clock_map.png
(2 px per micron)
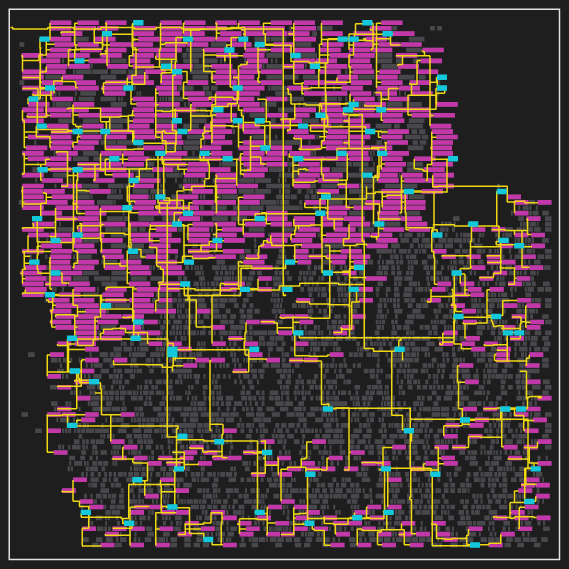
density.png
(1 px per micron) The die is cut into 27 by 27 equal tiles; black is low, pale yellow is high, 0 to 100% covered.
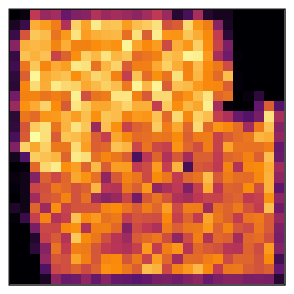
final_clocks.png
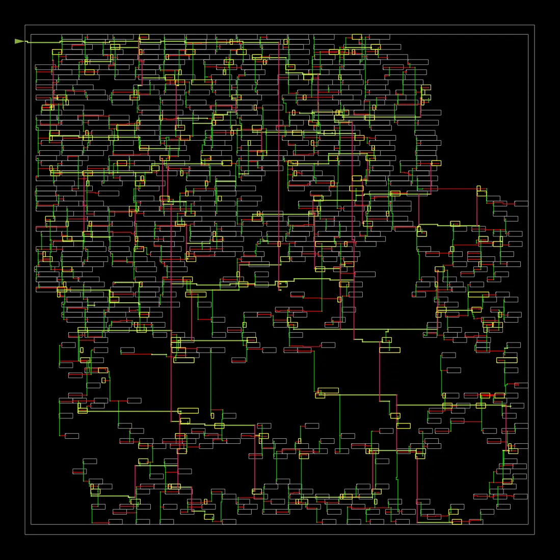
zoom.png
Window x 125 to 150, y 125 to 150 microns. Cells in grey, sequential cells in the stronger grey; small squares are vias.
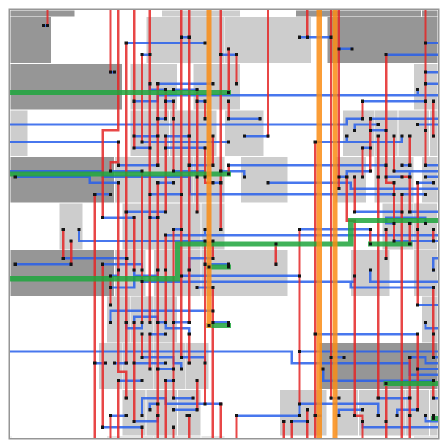
**config.mk**
```make
export PLATFORM = sky130hd
export DESIGN_NAME = puzzle3_ksel_flat
export DESIGN_NICKNAME = d
export VERILOG_FILES = /design/src/rtl/puzzle3_ksel_if.sv /design/src/rtl/puzzle3_ksel.sv /design/src/flat_wrapper.sv
export SDC_FILE = /design/constraint.sdc
export NUM_CORES = 1
export LEC_CHECK = 0
export CORE_MARGIN = 3
export CORE_UTILIZATION = 55
export CTS_BUF_LIST = sky130_fd_sc_hd__clkbuf_8
export DETAILED_ROUTE_END_ITERATION = 16
export PLACE_DENSITY_LB_ADDON = 0.25
export SLEW_MARGIN = 20
export SYNTH_ARGS = -nofsm -noshare
export SYNTH_HDL_FRONTEND = slang
export SYNTH_SLANG_ARGS = --single-unit
```
**constraint.sdc**
```tcl
create_clock -name clk -period 10.3 [get_ports clk]
set_input_delay 1.03 -clock clk [delete_from_list [all_inputs] [get_ports clk]]
set_output_delay 1.03 -clock clk [all_outputs]
set_load 0.02 [all_outputs]
```
**src/rtl/puzzle3_ksel_if.sv**
```systemverilog
`default_nettype none
// ============================================================================
// Module   : puzzle3_ksel_if
// Brief    : Digit stream in, bank results and sticky error flags out.
// Revision : 1.0
// ============================================================================
interface puzzle3_ksel_if #(
    parameter int unsigned SUM_W = 64
);
    logic             in_valid;
    logic             in_ready;
    logic [3:0]       in_digit;
    logic             in_last;
    logic [63:0]      bank_value;
    logic             out_valid;
    logic [SUM_W-1:0] sum;
    logic [15:0]      bank_count;
    logic             err_short;
    logic             err_ovf;

    modport master (
        output in_valid, in_digit, in_last,
        input  in_ready, bank_value, out_valid, sum, bank_count, err_short, err_ovf
    );

    modport slave (
        input  in_valid, in_digit, in_last,
        output in_ready, bank_value, out_valid, sum, bank_count, err_short, err_ovf
    );
endinterface
`default_nettype wire

```
**src/rtl/puzzle3_ksel.sv**
```systemverilog
`default_nettype none
// ============================================================================
// Module   : puzzle3_ksel
// Brief    : Buffers a bank of digits, greedily picks the largest K-digit
//            subsequence one position per cycle, and accumulates the result.
// Revision : 1.0
// ============================================================================
module puzzle3_ksel #(
    parameter int unsigned K     = 12,
    parameter int unsigned DEPTH = 128,
    parameter int unsigned SUM_W = 64
) (
    input  wire logic       clk,
    input  wire logic       rst,
    puzzle3_ksel_if.slave   bus
);
    localparam int unsigned LEN_W = $clog2(DEPTH + 1);
    localparam int unsigned IDX_W = (DEPTH > 1) ? $clog2(DEPTH) : 1;

    typedef enum logic [1:0] {
        S_LOAD   = 2'd0,
        S_SELECT = 2'd1,
        S_ACCUM  = 2'd2
    } state_t;

    state_t             state_q;
    logic [LEN_W-1:0]   len_q;
    logic [4:0]         i_q;
    logic [LEN_W-1:0]   pos_q;
    logic [LEN_W-1:0]   bpos_q;
    logic [3:0]         best_q;
    logic [63:0]        value_q;
    logic [SUM_W-1:0]   sum_q;
    logic [63:0]        bank_value_q;
    logic [15:0]        bank_count_q;
    logic               out_valid_q;
    logic               err_short_q;
    logic               err_ovf_q;
    logic [3:0]         mem_q [0:DEPTH-1];

    logic               xfer_d;
    logic               room_d;
    logic [LEN_W-1:0]   len_d;
    logic [3:0]         dig_d;
    logic [31:0]        win_end_d;
    logic               take_d;
    logic [3:0]         best_d;
    logic [LEN_W-1:0]   bpos_d;
    logic               scan_end_d;
    logic               last_sel_d;

    assign bus.in_ready   = (state_q == S_LOAD);
    assign bus.bank_value = bank_value_q;
    assign bus.out_valid  = out_valid_q;
    assign bus.sum        = sum_q;
    assign bus.bank_count = bank_count_q;
    assign bus.err_short  = err_short_q;
    assign bus.err_ovf    = err_ovf_q;

    assign xfer_d     = bus.in_valid && (state_q == S_LOAD);
    assign room_d     = (32'(len_q) < DEPTH);
    assign len_d      = room_d ? (len_q + LEN_W'(1)) : len_q;

    // bpos_q starts each scan at the window start, so strict '>' keeps the earliest maximum.
    assign dig_d      = mem_q[pos_q[IDX_W-1:0]];
    assign win_end_d  = 32'(len_q) - K + 32'(i_q);
    assign take_d     = (dig_d > best_q);
    assign best_d     = take_d ? dig_d : best_q;
    assign bpos_d     = take_d ? pos_q : bpos_q;
    assign scan_end_d = (32'(pos_q) == win_end_d) || (dig_d == 4'd9);
    assign last_sel_d = ((32'(i_q) + 32'd1) == K);

    always_ff @(posedge clk) begin
        if ((state_q == S_LOAD) && xfer_d && room_d) begin
            mem_q[len_q[IDX_W-1:0]] <= bus.in_digit;
        end
    end

    always_ff @(posedge clk) begin
        if (rst) begin
            state_q      <= S_LOAD;
            len_q        <= '0;
            i_q          <= '0;
            pos_q        <= '0;
            bpos_q       <= '0;
            best_q       <= '0;
            value_q      <= '0;
            sum_q        <= '0;
            bank_value_q <= '0;
            bank_count_q <= '0;
            out_valid_q  <= 1'b0;
            err_short_q  <= 1'b0;
            err_ovf_q    <= 1'b0;
        end else begin
            out_valid_q <= 1'b0;
            case (state_q)
                S_LOAD: begin
                    if (xfer_d) begin
                        if (!room_d) begin
                            err_ovf_q <= 1'b1;
                        end
                        if (bus.in_last) begin
                            if (32'(len_d) < K) begin
                                err_short_q <= 1'b1;
                                len_q       <= '0;
                            end else begin
                                len_q   <= len_d;
                                state_q <= S_SELECT;
                                i_q     <= '0;
                                pos_q   <= '0;
                                bpos_q  <= '0;
                                best_q  <= '0;
                                value_q <= '0;
                            end
                        end else begin
                            len_q <= len_d;
                        end
                    end
                end
                S_SELECT: begin
                    if (scan_end_d) begin
                        value_q <= (value_q * 64'd10) + 64'(best_d);
                        pos_q   <= bpos_d + LEN_W'(1);
                        bpos_q  <= bpos_d + LEN_W'(1);
                        best_q  <= '0;
                        i_q     <= i_q + 5'd1;
                        if (last_sel_d) begin
                            state_q <= S_ACCUM;
                        end
                    end else begin
                        pos_q  <= pos_q + LEN_W'(1);
                        best_q <= best_d;
                        bpos_q <= bpos_d;
                    end
                end
                S_ACCUM: begin
                    sum_q        <= sum_q + SUM_W'(value_q);
                    bank_value_q <= value_q;
                    bank_count_q <= bank_count_q + 16'd1;
                    out_valid_q  <= 1'b1;
                    len_q        <= '0;
                    state_q      <= S_LOAD;
                end
                default: begin
                    state_q <= S_LOAD;
                end
            endcase
        end
    end
endmodule
`default_nettype wire
```
**src/flat_wrapper.sv**
```systemverilog
// flat-port wrapper written by rule: the top's interface ports become plain ports
module puzzle3_ksel_flat 
#(
    parameter int unsigned K     = 12,
    parameter int unsigned DEPTH = 128,
    parameter int unsigned SUM_W = 64
)
  (clk, rst, bus_in_valid, bus_in_digit, bus_in_last, bus_in_ready, bus_bank_value, bus_out_valid, bus_sum, bus_bank_count, bus_err_short, bus_err_ovf);
  puzzle3_ksel_if #(.SUM_W(SUM_W)) bus_i ();
  input  wire logic clk;
  input  wire logic rst;
  input wire logic [$bits(bus_i.in_valid)-1:0] bus_in_valid;
  input wire logic [$bits(bus_i.in_digit)-1:0] bus_in_digit;
  input wire logic [$bits(bus_i.in_last)-1:0] bus_in_last;
  output wire logic [$bits(bus_i.in_ready)-1:0] bus_in_ready;
  output wire logic [$bits(bus_i.bank_value)-1:0] bus_bank_value;
  output wire logic [$bits(bus_i.out_valid)-1:0] bus_out_valid;
  output wire logic [$bits(bus_i.sum)-1:0] bus_sum;
  output wire logic [$bits(bus_i.bank_count)-1:0] bus_bank_count;
  output wire logic [$bits(bus_i.err_short)-1:0] bus_err_short;
  output wire logic [$bits(bus_i.err_ovf)-1:0] bus_err_ovf;
  assign bus_i.in_valid = bus_in_valid;
  assign bus_i.in_digit = bus_in_digit;
  assign bus_i.in_last = bus_in_last;
  assign bus_in_ready = bus_i.in_ready;
  assign bus_bank_value = bus_i.bank_value;
  assign bus_out_valid = bus_i.out_valid;
  assign bus_sum = bus_i.sum;
  assign bus_bank_count = bus_i.bank_count;
  assign bus_err_short = bus_i.err_short;
  assign bus_err_ovf = bus_i.err_ovf;
  puzzle3_ksel #(.K(K), .DEPTH(DEPTH), .SUM_W(SUM_W)) u_core (.clk(clk), .rst(rst), .bus(bus_i));
endmodule
```
==> GITHUB_STEP_SUMMARY <==
## Implementation flow summary

| Metric | Value |
|---|---|
| Total length of routed met3 wires | 7820 microns |
| Placed Instances | 4,449 |
| Result of the run | complete, no violations |
| GR Util All Layers | 26.3% |
| Number of global-route vias before repair | 27,400 |
| Max H-tree Level | 3 |
| Non-clock buffer contribution to total cell area | 4.02% |
| Vertical die dimension | 274 microns |
| Final tally of setup violations | 0 |
| Worst hold slack | 0.451 ns |
| First-pass GRT wire length | 156,000 microns |
| Top logic cell family in the synthesized netlist | simple AND/OR/NAND/NOR gates |
| Highest fanout seen on the critical path | 25 |
| Synthesized instance count | 3,499 |
| Max-cap viol count | 0 |
| Leading cell type by number of instances after synthesis | sky130_fd_sc_hd__edfxtp_1 |
| Comb gate area | 0.0183 sq mm |
| Share of layout cells above drive strength 1 | 10.3% |
| Clock Network Area Fraction | 5.57% |
| Quantity of hold-fixing buffers added after cts | 0 |
| Final TNS setup | 0 ns |
| Fillers | 5,544 |
| Highest attainable clock frequency | 117 MHz |
| Top-area cell type share of the netlist area | 38.8% |
| Num CTS Buffers | 121 |
| CP bufs+invs | 1 |
| Number of nets in the layout | 3,852 |
| Overall power after layout | 5970 uW |
| Relative slew slack | 16.5% |
| EDFF count, synth | 512 |
Back to the opening pictures, clock_map.png:
legend:
  cells driving clock nets:
    colour: cyan
    count: 121
  clock wires:
    colour: yellow
    length: 9,620 microns
  flip-flops:
    colour: magenta
    count: 765
routed clock nets: 122

Back to the opening pictures, density.png:
nearly empty tiles: 9.1%
mean over tiles: 57%
tiles over 75% full: 28%
densest ninth of the die: top middle
emptiest ninth of the die: top right
initial standard-cell utilization of the core: 56.1%
final standard cell utilization of the core: 62.8%

Back to the opening pictures, final_clocks.png:
# clock sinks: 765
clock skew after layout: 0.0460 ns

Back to the opening pictures, zoom.png:
legend:
  met2:
    colour: red
  met3:
    colour: green
  met4:
    colour: orange
  met1:
    colour: blue
cells with their middle in the window: 44
most frequent: o21ai_0 (7), nor2_1 (7)
netlist names of flops here include: u_core.best_q (2), u_core.pos_q (2)
sequential cells in the window: 5

==> registers in the layout, indices dropped and copies added, names as in the netlist, named ones only <==
register / cells
u_core.state_q: 2
u_core.bpos_q: 8
u_core.pos_q: 8
u_core.bus.err_ovf: 1
u_core.bus.err_short: 1
u_core.mem_q: 512
u_core.best_q: 4
u_core.bus.bank_count: 16
u_core.bus.bank_value: 64
u_core.value_q: 64
u_core.bus.out_valid: 1
u_core.bus.sum: 64
u_core.i_q: 5
u_core.len_q: 8
==> report_power, final <==
group          internal (uW)  switching (uW)
logic                   15.3            70.1
clock network           1360            1260
registers               3270            1.29
total                   4650            1330
No activity file was given, so power comes from the tool's default toggle rates.
